**src/rtl/subleq_control_pkg.sv**
```systemverilog
// Shared constants for the subleq sequencing controller: state encoding and
// default word width.
package subleq_control_pkg;

  localparam int WORD_SIZE_DEFAULT = 16;

  localparam logic [2:0] FETCH_A = 3'd0;
  localparam logic [2:0] FETCH_B = 3'd1;
  localparam logic [2:0] FETCH_C = 3'd2;
  localparam logic [2:0] READ_A  = 3'd3;
  localparam logic [2:0] READ_B  = 3'd4;
  localparam logic [2:0] WRITE_B = 3'd5;
  localparam logic [2:0] HALT    = 3'd6;

  function automatic logic is_fetch(input logic [2:0] s);
    return (s == FETCH_A) || (s == FETCH_B) || (s == FETCH_C);
  endfunction

endpackage

```
**src/rtl/subleq_alu.sv**
```systemverilog
// Subtract-and-test datapath: res = vb - va (wrapping), leq when res <= 0 as
// a signed value.
module subleq_alu
  import subleq_control_pkg::*;
#(
  parameter int WORD_SIZE = WORD_SIZE_DEFAULT
) (
  input  logic [WORD_SIZE-1:0] va,
  input  logic [WORD_SIZE-1:0] vb,
  output logic [WORD_SIZE-1:0] res,
  output logic                 leq
);

  assign res = vb - va;
  assign leq = res[WORD_SIZE-1] | (res == '0);

endmodule

```
**src/rtl/subleq_control.sv**
```systemverilog
// Sequencer for one subleq instruction: three operand fetches, two data reads,
// one write-back and an optional branch, over a ready-handshaked memory.
//
//   state   | meaning
//   --------+-----------------------------------------------
//   FETCH_A | fetch A word at pc_in (idle while run=0)
//   FETCH_B | fetch B word at pc_in
//   FETCH_C | fetch C word at pc_in
//   READ_A  | read mem[a_reg] into va
//   READ_B  | read mem[b_reg] into vb
//   WRITE_B | write vb-va to mem[b_reg], branch to C if <= 0
//   HALT    | self-loop detected, stopped until reset
module subleq_control
  import subleq_control_pkg::*;
#(
  parameter int WORD_SIZE = WORD_SIZE_DEFAULT
) (
  input  logic                 clk,
  input  logic                 areset_n,
  input  logic                 run,
  input  logic [WORD_SIZE-1:0] pc_in,
  output logic                 branch,
  output logic                 inc,
  output logic [WORD_SIZE-1:0] addr,
  output logic                 mem_req,
  output logic                 mem_we,
  output logic [WORD_SIZE-1:0] mem_addr,
  output logic [WORD_SIZE-1:0] mem_wdata,
  input  logic [WORD_SIZE-1:0] mem_rdata,
  input  logic                 mem_ready,
  output logic                 halted
);

  logic [2:0]           state;
  logic [WORD_SIZE-1:0] a_reg;
  logic [WORD_SIZE-1:0] b_reg;
  logic [WORD_SIZE-1:0] c_reg;
  logic [WORD_SIZE-1:0] va;
  logic [WORD_SIZE-1:0] vb;
  logic [WORD_SIZE-1:0] insn_addr;
  logic                 fetch_busy;

  logic [WORD_SIZE-1:0] res;
  logic                 leq;

  logic                 req_i;
  logic                 we_i;
  logic [WORD_SIZE-1:0] addr_i;
  logic [WORD_SIZE-1:0] wdata_i;
  logic                 fire;
  logic                 self_loop;
  logic                 take_branch;

  subleq_alu #(.WORD_SIZE(WORD_SIZE)) u_alu (
    .va  (va),
    .vb  (vb),
    .res (res),
    .leq (leq)
  );

  // Once the A fetch is on the bus it stays there even if run drops,
  // so the request is never withdrawn before its ready cycle.
  always_comb begin
    req_i   = 1'b0;
    we_i    = 1'b0;
    addr_i  = '0;
    wdata_i = '0;
    case (state)
      FETCH_A: begin
        req_i  = run | fetch_busy;
        addr_i = req_i ? pc_in : '0;
      end
      FETCH_B, FETCH_C: begin
        req_i  = 1'b1;
        addr_i = pc_in;
      end
      READ_A: begin
        req_i  = 1'b1;
        addr_i = a_reg;
      end
      READ_B: begin
        req_i  = 1'b1;
        addr_i = b_reg;
      end
      WRITE_B: begin
        req_i   = 1'b1;
        we_i    = 1'b1;
        addr_i  = b_reg;
        wdata_i = res;
      end
      default: begin
        req_i = 1'b0;
      end
    endcase
  end

  assign fire        = req_i & mem_ready;
  assign self_loop   = (c_reg == insn_addr);
  assign take_branch = (state == WRITE_B) & fire & leq & ~self_loop;

  // Every output is forced low while reset is asserted, independent of state.
  assign mem_req   = areset_n & req_i;
  assign mem_we    = areset_n & we_i;
  assign mem_addr  = areset_n ? addr_i : '0;
  assign mem_wdata = areset_n ? wdata_i : '0;
  assign inc       = areset_n & fire & is_fetch(state);
  assign branch    = areset_n & take_branch;
  assign addr      = branch ? c_reg : '0;
  assign halted    = areset_n & (state == HALT);

  always_ff @(posedge clk or negedge areset_n) begin
    if (!areset_n) begin
      state      <= FETCH_A;
      a_reg      <= '0;
      b_reg      <= '0;
      c_reg      <= '0;
      va         <= '0;
      vb         <= '0;
      insn_addr  <= '0;
      fetch_busy <= 1'b0;
    end else begin
      case (state)
        FETCH_A: begin
          fetch_busy <= req_i & ~mem_ready;
          if (req_i) insn_addr <= pc_in;
          if (fire) begin
            a_reg <= mem_rdata;
            state <= FETCH_B;
          end
        end
        FETCH_B: begin
          if (fire) begin
            b_reg <= mem_rdata;
            state <= FETCH_C;
          end
        end
        FETCH_C: begin
          if (fire) begin
            c_reg <= mem_rdata;
            state <= READ_A;
          end
        end
        READ_A: begin
          if (fire) begin
            va    <= mem_rdata;
            state <= READ_B;
          end
        end
        READ_B: begin
          if (fire) begin
            vb    <= mem_rdata;
            state <= WRITE_B;
          end
        end
        WRITE_B: begin
          if (fire) state <= (leq && self_loop) ? HALT : FETCH_A;
        end
        HALT: begin
          state <= HALT;
        end
        default: begin
          state <= FETCH_A;
        end
      endcase
    end
  end

endmodule

```
**config.mk**
```make
export PLATFORM = sky130hd
export DESIGN_NAME = subleq_control
export DESIGN_NICKNAME = d
export VERILOG_FILES = /design/src/rtl/subleq_control_pkg.sv /design/src/rtl/subleq_alu.sv /design/src/rtl/subleq_control.sv
export SDC_FILE = /design/constraint.sdc
export NUM_CORES = 1
export LEC_CHECK = 0
export CAP_MARGIN = 20
export CELL_PAD_IN_SITES_DETAIL_PLACEMENT = 1
export CELL_PAD_IN_SITES_GLOBAL_PLACEMENT = 1
export CORE_ASPECT_RATIO = 1.25
export CORE_MARGIN = 10
export CORE_UTILIZATION = 45
export DETAILED_ROUTE_END_ITERATION = 7
export PLACE_DENSITY = 0.84
export SLEW_MARGIN = 20
export SYNTH_ARGS = -nofsm -noshare
export SYNTH_HDL_FRONTEND = slang
export SYNTH_SLANG_ARGS = --single-unit
```
**constraint.sdc**
```tcl
create_clock -name clk -period 5.8 [get_ports clk]
set_clock_uncertainty 0.1 [all_clocks]
set_input_delay 1.16 -clock clk [delete_from_list [all_inputs] [get_ports clk]]
set_output_delay 1.16 -clock clk [all_outputs]
set_load 0.02 [all_outputs]
```
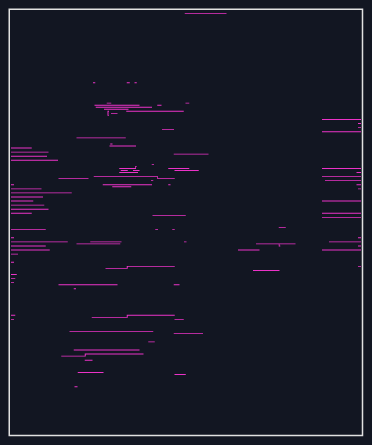
(images/layer_met3.png)
Scale: 3 px per µm.
longest straight run = 27.6 µm
nets with wire on the layer = 75
share of all routed wire = 4.9%
grt met3 use: 3.63%
routed wire length: 15.7 mm
routed via count: 4,065

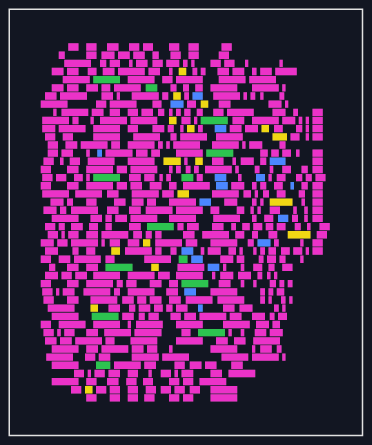
(images/sizes.png)
Scale: 3 px per µm.
yellow -> _3 and _4 cells  # cells 17, share 3.1%, most used buf_4
blue -> _2 cells  # cells 17, share 3.1%, most used mux2_2
green -> _6 and larger  # cells 13, share 2.3%, most used clkbuf_16
magenta -> _0 and _1 cells  # cells 507, share 92%, most used dfrtp_1
Final WS setup: 0.253 ns
Repair and plain buffers: 98
post-route cell area: 6710 µm²
Syn-to-layout area delta: 26.2%

==> results.yml <==
# physical design summary
outcome:
  status: "finished clean"
worst_setup_path:
  start_kind: "flop"
  critPathKind: "reg -> out"
  cp_max_fo: 10
  cp-end-kind: "output pin"
  worstPathRequired_ns: 4.54
  r2r_cells: 12
  reg2reg_setup_slack_ns: 2.57
  cp.arrival_ns: 4.29
sta:
  drv_slew: 0
  fmax_mhz: 180
  fin_tns_setup_ns: 0
  period_used_pct: 95.6
  setup_viol: 0
  rsz0062_at_grt: "false"
  fin_crit_ns: 5.55
  holdWs_ns: 0.391
  hold_viol: 0
  tightest_slew_ns: 1.08
  max_slew_margin_pct: 27.7
yosys:
  synth-compound-area-share_pct: 9.81
  ys_chip_area_um2: 5320
  xor_share_pct: 4.61
  topCellsByArea: "dfrtp_1, mux2_1, xor2_1"
  top_cell: "dfrtp_1"
  async_reset_ff_share_pct: 100
  yosysTopAreaCellShare_pct: 47.0
  edf_count: 0
  ys_seq_elements: 100
  yosysCellCount: 463
  fp_nets: 516
  syn_area_um2: 5320
  yosysWarnings: 0
  synth_cell_types: 51
  synthFlopType: "dfrtp_1"
  synth.avg_cell_area_um2: 11.5
  synth_top_cell_by_area: "dfrtp_1"
  logic_family: "multiplexers"
  adder_share_pct: 4.14
  simple_gate_share_pct: 10.8
  synth_cells: 463
  synth-seq-area-share_pct: 47.0
  top_cells_by_count: "dfrtp_1, mux2_1, nor2_1"
  mux_area_share_pct: 19.9
grt:
  grt_pass1_wl_mm: 25.1
  top_usage_layer: "met2"
  grt_max_degree: 50
  grtUsageMet2_pct: 36.0
  antenna_found_initial: 0
  overflow: 0
  gr-usage-met1_pct: 21.4
  grtUsageTotal_pct: 19.6
  grt_pass1_vias: 4585
placed_design:
  place.gp.congestion: 0.859
  place_inst: 698
  hpwl_mm: 11.4
  placed_cell_area_um2: 6370
  pre_cts_ws_ns: 0.508
  portBuffers: 88
cts:
  cts_buffers: 9
  cts.sink_count: 100
  clk_pin_slew_ns: 0.07
  cts_resized: 0
  postCtsHoldBufs: 0
  cts_tree: "done"
  clk_latency_ns: 0.35
  cts_max_path_buffers: 2
  htreeDepth: 3
  cts_setup_buffers: 0
  clockRootBuffer: "clkbuf_16"
floorplan:
  core_um2: 11600
  die-area_um2: 16600
  io_pins: 89
  die_y_um: 142
  std_cell_rows: 44
  initial_core_util_pct: 45.8
  tap_cells: 161
  die_x_um: 117
drt:
  drt.antenna.violating_nets: 0
  post-route-drc-count: 0
  met2_wirelength_mm: 8.54
  routedLengthMet1_mm: 6.06
  drt-initial-drc-count: 200
  met3WireLength_um: 773
  first_pass_iters: 7
  via_per_inst: 5.69
  wire_per_inst_um: 22.0
  top_layer: "met4"
finish:
  diodes: 0
  drive_gt1_share_pct: 8.48
  largest_cell_class: "combinational gates"
  final_cells: 715
  comb_share_pct: 39.7
  clkbuf_count: 10
  flop_area_um2: 2500
  logic_area_um2: 2660
  sh_seq_area_pct: 37.3
  lay_top_count: "dfrtp_1"
  logic_gate_count: 318
  finalNetCount: 602
  clkCellAreaFrac_pct: 4.25
  utilization_pct: 57.8
  buffer_area_share_pct: 14.6
  n_fill_cell: 1212
  nNonClkInverters: 22
  flops: 100
  final_cell_mix: "dfrtp_1, mux2_1, clkdlybuf4s50_1, nor2_1, xor2_1"
run:
  cap_violations: 0
  warnings: 27
power_and_ir_drop:
  p_leak_nw: 3.00
  peakVddDrop_v: 0.000249
  cellPowerDensity_nw_per_um2: 603
  total_power_mw: 4.05
hold_path:
  hp-class: "reg -> reg"
  hold_depth: 1
## critical path: stages, from the launching register on
cell	delay (ns)
dfrtp_1	0.33
inv_1	0.08
ha_1	0.23
fa_1	0.50
nor2b_4	0.15
o2111ai_2	0.17
and4_1	0.23
o31ai_1	0.24
xnor2_1	0.18
nand4_1	0.17
o31ai_4	0.36
and4_4	0.34
buf_4	0.21
and2_1	0.14
clkdlybuf4s50_1	0.61
## power by group
part	internal (mW)	switching, mW	total, mW
clock network	0.306	0.269	0.576
registers	1.05	0.272	1.33
logic	0.947	1.20	2.15
## final timing paths
path,start,to
max in group asynchronous,areset_n,va[10]
setup / recovery,vb[0],addr[2]
setup reg to reg,vb[0],state[1]
hold / removal,va[4],va[4]
min in group asynchronous,areset_n,b_reg[3]
hold reg to reg,va[4],va[4]
Power figures rest on the tool's default switching activity, not on a simulated workload.
